$ cat src/rtl/ray_pkg.sv
// ray_pkg: shared types and constants for the camera-ray generator.
//   fip32_t : one Q16.16 signed fixed-point scalar
//   vec3_t  : three fixed-point components (x, y, z)
//   ray_t   : [0] = origin, [1] = direction
//   FIP_ONE : 1.0 in Q16.16
//   state_t : generator FSM states
package ray_pkg;

  typedef logic signed [31:0] fip32_t;
  typedef fip32_t [0:2] vec3_t;
  typedef vec3_t [0:1] ray_t;

  localparam fip32_t FIP_ONE = 32'sh0001_0000;

  typedef enum logic {
    IDLE = 1'b0,
    RUN  = 1'b1
  } state_t;

endpackage

$ cat src/rtl/fip_32_adder.sv
// fip_32_adder: 32-bit two's-complement Q16.16 adder with wrap-around.
//   a, b     : signed addends
//   sum      : wrapped 32-bit result
//   overflow : signed overflow of this add
module fip_32_adder (
  input  logic signed [31:0] a,
  input  logic signed [31:0] b,
  output logic signed [31:0] sum,
  output logic               overflow
);

  assign sum = a + b;

  // Overflow only when both operands share a sign and the result flips it.
  assign overflow = (a[31] == b[31]) && (sum[31] != a[31]);

endmodule

$ cat src/rtl/ray_gen_vec3_add.sv
// ray_gen_vec3_add: component-wise add of two Q16.16 3-vectors.
//   a, b     : input vectors
//   sum      : wrapped component sums
//   overflow : OR of the per-component overflow flags
module ray_gen_vec3_add
  import ray_pkg::*;
(
  input  logic signed [0:2][31:0] a,
  input  logic signed [0:2][31:0] b,
  output logic signed [0:2][31:0] sum,
  output logic                    overflow
);

  logic [2:0] comp_ovf;

  for (genvar c = 0; c < 3; c++) begin : g_comp
    fip_32_adder u_add (
      .a        (a[c]),
      .b        (b[c]),
      .sum      (sum[c]),
      .overflow (comp_ovf[c])
    );
  end

  assign overflow = |comp_ovf;

endmodule

$ cat src/rtl/ray_gen.sv
// ray_gen: streaming camera-ray generator. After a start it emits one ray
// per pixel in raster order over a valid/ready handshake. Directions are
// built incrementally: +du per pixel along a row, +dv per row.
//   clk, reset            : clock, asynchronous active-high reset
//   i_start               : begin a frame (only honoured in IDLE)
//   i_eye/i_base/i_du/i_dv: camera origin, pixel (0,0) direction, steps
//   o_ray                 : [0] origin, [1] direction
//   o_valid / i_ready     : output handshake
//   o_px, o_py, o_last    : pixel coordinates, last-pixel flag
//   o_busy, o_done        : frame in progress, end-of-frame pulse
//   o_overflow            : sticky direction-add overflow for this frame
module ray_gen
  import ray_pkg::*;
#(
  parameter int WIDTH  = 320,
  parameter int HEIGHT = 240
) (
  input  logic                            clk,
  input  logic                            reset,
  input  logic                            i_start,
  input  logic signed [0:2][31:0]         i_eye,
  input  logic signed [0:2][31:0]         i_base,
  input  logic signed [0:2][31:0]         i_du,
  input  logic signed [0:2][31:0]         i_dv,
  output logic signed [0:1][0:2][31:0]    o_ray,
  output logic                            o_valid,
  input  logic                            i_ready,
  output logic [$clog2(WIDTH+1)-1:0]      o_px,
  output logic [$clog2(HEIGHT+1)-1:0]     o_py,
  output logic                            o_last,
  output logic                            o_busy,
  output logic                            o_done,
  output logic                            o_overflow
);

  localparam int PXW = $clog2(WIDTH + 1);
  localparam int PYW = $clog2(HEIGHT + 1);
  localparam logic [PXW-1:0] PX_LAST = PXW'(WIDTH - 1);
  localparam logic [PYW-1:0] PY_LAST = PYW'(HEIGHT - 1);

  state_t state;
  vec3_t  eye_q;
  vec3_t  du_q;
  vec3_t  dv_q;
  vec3_t  dir_q;
  vec3_t  row_base_q;

  vec3_t  dir_step;
  vec3_t  row_step;
  logic   du_ovf;
  logic   dv_ovf;

  // Next direction along the row, and the first direction of the next row.
  ray_gen_vec3_add u_add_du (
    .a        (dir_q),
    .b        (du_q),
    .sum      (dir_step),
    .overflow (du_ovf)
  );

  ray_gen_vec3_add u_add_dv (
    .a        (row_base_q),
    .b        (dv_q),
    .sum      (row_step),
    .overflow (dv_ovf)
  );

  assign o_ray[0] = eye_q;
  assign o_ray[1] = dir_q;

  // FSM plus pixel walk. o_last is precomputed whenever the pixel counters
  // move so it is ready in the same cycle as the ray it describes.
  // Overflow only accumulates from the add that actually gets registered.
  always_ff @(posedge clk or posedge reset) begin
    if (reset) begin
      state      <= IDLE;
      eye_q      <= '0;
      du_q       <= '0;
      dv_q       <= '0;
      dir_q      <= '0;
      row_base_q <= '0;
      o_px       <= '0;
      o_py       <= '0;
      o_valid    <= 1'b0;
      o_busy     <= 1'b0;
      o_done     <= 1'b0;
      o_last     <= 1'b0;
      o_overflow <= 1'b0;
    end else begin
      o_done <= 1'b0;
      case (state)
        IDLE: begin
          if (i_start) begin
            eye_q      <= i_eye;
            du_q       <= i_du;
            dv_q       <= i_dv;
            dir_q      <= i_base;
            row_base_q <= i_base;
            o_px       <= '0;
            o_py       <= '0;
            o_overflow <= 1'b0;
            o_last     <= (WIDTH == 1) && (HEIGHT == 1);
            o_valid    <= 1'b1;
            o_busy     <= 1'b1;
            state      <= RUN;
          end
        end
        RUN: begin
          if (i_ready) begin
            if (o_last) begin
              o_valid <= 1'b0;
              o_busy  <= 1'b0;
              o_done  <= 1'b1;
              state   <= IDLE;
            end else if (o_px != PX_LAST) begin
              dir_q      <= dir_step;
              o_px       <= o_px + 1'b1;
              o_overflow <= o_overflow | du_ovf;
              o_last     <= ((o_px + 1'b1) == PX_LAST) && (o_py == PY_LAST);
            end else begin
              row_base_q <= row_step;
              dir_q      <= row_step;
              o_px       <= '0;
              o_py       <= o_py + 1'b1;
              o_overflow <= o_overflow | dv_ovf;
              o_last     <= (WIDTH == 1) && ((o_py + 1'b1) == PY_LAST);
            end
          end
        end
        default: state <= IDLE;
      endcase
    end
  end

endmodule

$ cat config.mk
export PLATFORM = sky130hd
export DESIGN_NAME = ray_gen
export DESIGN_NICKNAME = d
export VERILOG_FILES = /design/src/rtl/ray_pkg.sv /design/src/rtl/fip_32_adder.sv /design/src/rtl/ray_gen_vec3_add.sv /design/src/rtl/ray_gen.sv
export SDC_FILE = /design/constraint.sdc
export NUM_CORES = 2
export LEC_CHECK = 0
export CAP_MARGIN = 10
export CORE_UTILIZATION = 25
export DETAILED_ROUTE_END_ITERATION = 7
export GPL_ROUTABILITY_DRIVEN = 0
export HOLD_SLACK_MARGIN = 0.05
export PLACE_DENSITY_LB_ADDON = 0.08
export SLEW_MARGIN = 20
export SYNTH_ARGS = -nofsm -noshare
export SYNTH_HDL_FRONTEND = slang
export SYNTH_SLANG_ARGS = --single-unit
$ cat constraint.sdc
create_clock -name clk -period 25.1 [get_ports clk]
set_input_delay 5.02 -clock clk [delete_from_list [all_inputs] [get_ports clk]]
set_output_delay 5.02 -clock clk [all_outputs]
set_load 0.1 [all_outputs]
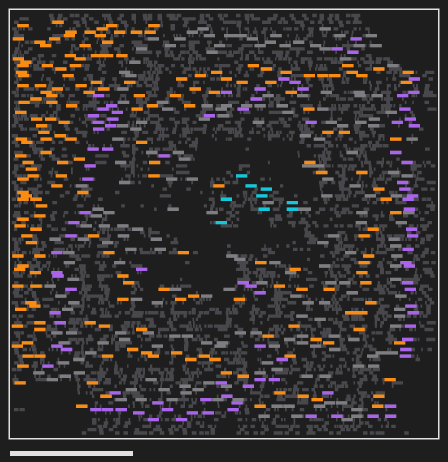
Figure 1: sequential cells grouped by signal name.
Bar = 100 um. Other sequential cells in the stronger gray, the rest of the logic in the fainter gray.
Key: cyan = o_px [sequential cells 9, where center]; purple = dv_q [sequential cells 96, where all over the die]; orange = o_ray [sequential cells 192, where all over the die]
Another 205 sequential cells are not colored.
Register Area: 12,600 sq um
Seq group: 1.13 mW

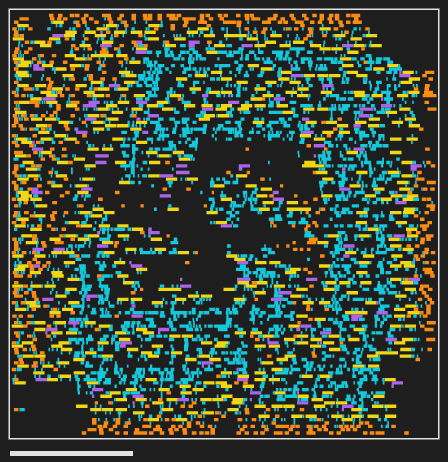
Figure 2: cells colored by class.
Bar = 100 um.
Key: yellow = flops [cells 502]; cyan = combinational and other logic [cells 2,962]; orange = other buffers and delay cells [cells 637]; purple = clock drivers and dummy loads [cells 130]
Final Instance Area: 40,100 sq um
core footprint: 119,000 sq um
flop share of the area: 31.3%

==> results.json <==
{
  "drv_slew": 0,
  "boundaryPins": 602,
  "synth-edff-count": 0,
  "worst-r2r-setup-slack_ns": 20.76,
  "p_seq_share_pct": 25.6,
  "period_used_pct": 31.8,
  "hold_viol": 0,
  "num_tap_cells": 1600,
  "ctsResizeCount": 0,
  "ctsLongestPathBuffers": 3,
  "chipArea_sq_um": 122000,
  "yosys_area_sq_um": 30000,
  "met3_usage_pct": 4.56,
  "ys_ff": 502,
  "post-route-min-period_ns": 7.99,
  "status": "completed",
  "yosysUniqueCellTypes": 87,
  "worstPathMaxFanout": 63,
  "ys_warn_count": 0,
  "max_freq_mhz": 125,
  "wl_met3_mm": 7.31,
  "ir_drop_mv": 0.0585,
  "post-place-ws_ns": 16.32,
  "comb_power_mw": 2.21,
  "met1_length_mm": 57.9,
  "min-delay-start": "o_ray[110]",
  "firstDrtPassIters": 5,
  "ctsRootBufferMaster": "clkbuf_16",
  "h-tree-depth": 3,
  "p_leak_nw": 18.8,
  "cts_tree": "built",
  "tightest_slew_ns": 1.19,
  "crit_type": "in -> reg",
  "top_area_share_pct": 41.8,
  "mi_logic_area_sq_um": 16600,
  "r2r_end": "o_ray[62]",
  "hold_depth": 2,
  "antenna_found_initial": 12,
  "die_h_um": 349,
  "top_cell": "nand2_1",
  "highest_layer": "met5",
  "flops": 502,
  "cp_slowest_stage_delay_ns": 0.66,
  "areaGrowthSynthToFinish_pct": 33.5,
  "yosysTopAreaCell": "dfrtp_1",
  "route.detailed.drc": 0,
  "viasPerCell": 4.76,
  "post-dp-hpwl_mm": 92.7,
  "cts_buffers": 72,
  "num-clock-buffers": 96,
  "p_int_mw": 2.31,
  "skew_ns": 0.0250,
  "xor_area_share_pct": 4.93,
  "wl_met2_mm": 60.2,
  "hold_path_end": "o_ray[110]",
  "cp_slowest_cell": "buf_4",
  "slew_headroom_pct": 20.4,
  "ant_nets": 0,
  "die_w_um": 349,
  "top_usage_layer": "met2",
  "grt_pass1_vias": 27849,
  "placed_cell_area_sq_um": 37700,
  "arrival_ns": 8.47,
  "num-multi-input-gates": 2919,
  "cap_violations": 0,
  "finalSetupTns_ns": 0,
  "ys_sh_simple_pct": 21.8,
  "post-cts-setup-buffer-count": 0,
  "swShare_pct": 47.3,
  "insertion_delay_ns": 0.65,
  "ys_sh_adder_pct": 8.27,
  "drive_above_1_share_pct": 5.01
}
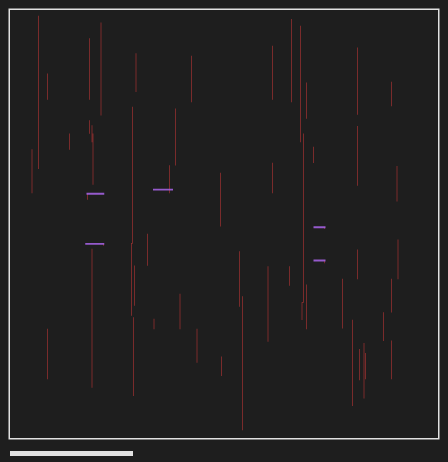
Figure 3: signal wires by layer.
Bar = 100 um. Only two layers are drawn.
Key: red = metal 4 [wire length 2,280 um]; purple = metal 5 [wire length 58.0 um]
Final Routed Wirelength: 128 mm
Vias: 27,747
total track usage: 20.6%

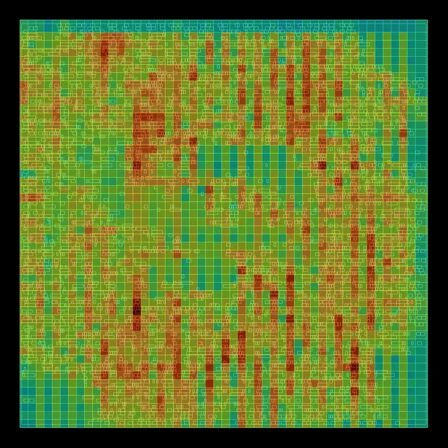
Figure 4: routing congestion map.
met1 GRT Util: 27.1%
WL/cell: 21.9 um

Power is estimated from default activity; no workload was simulated.
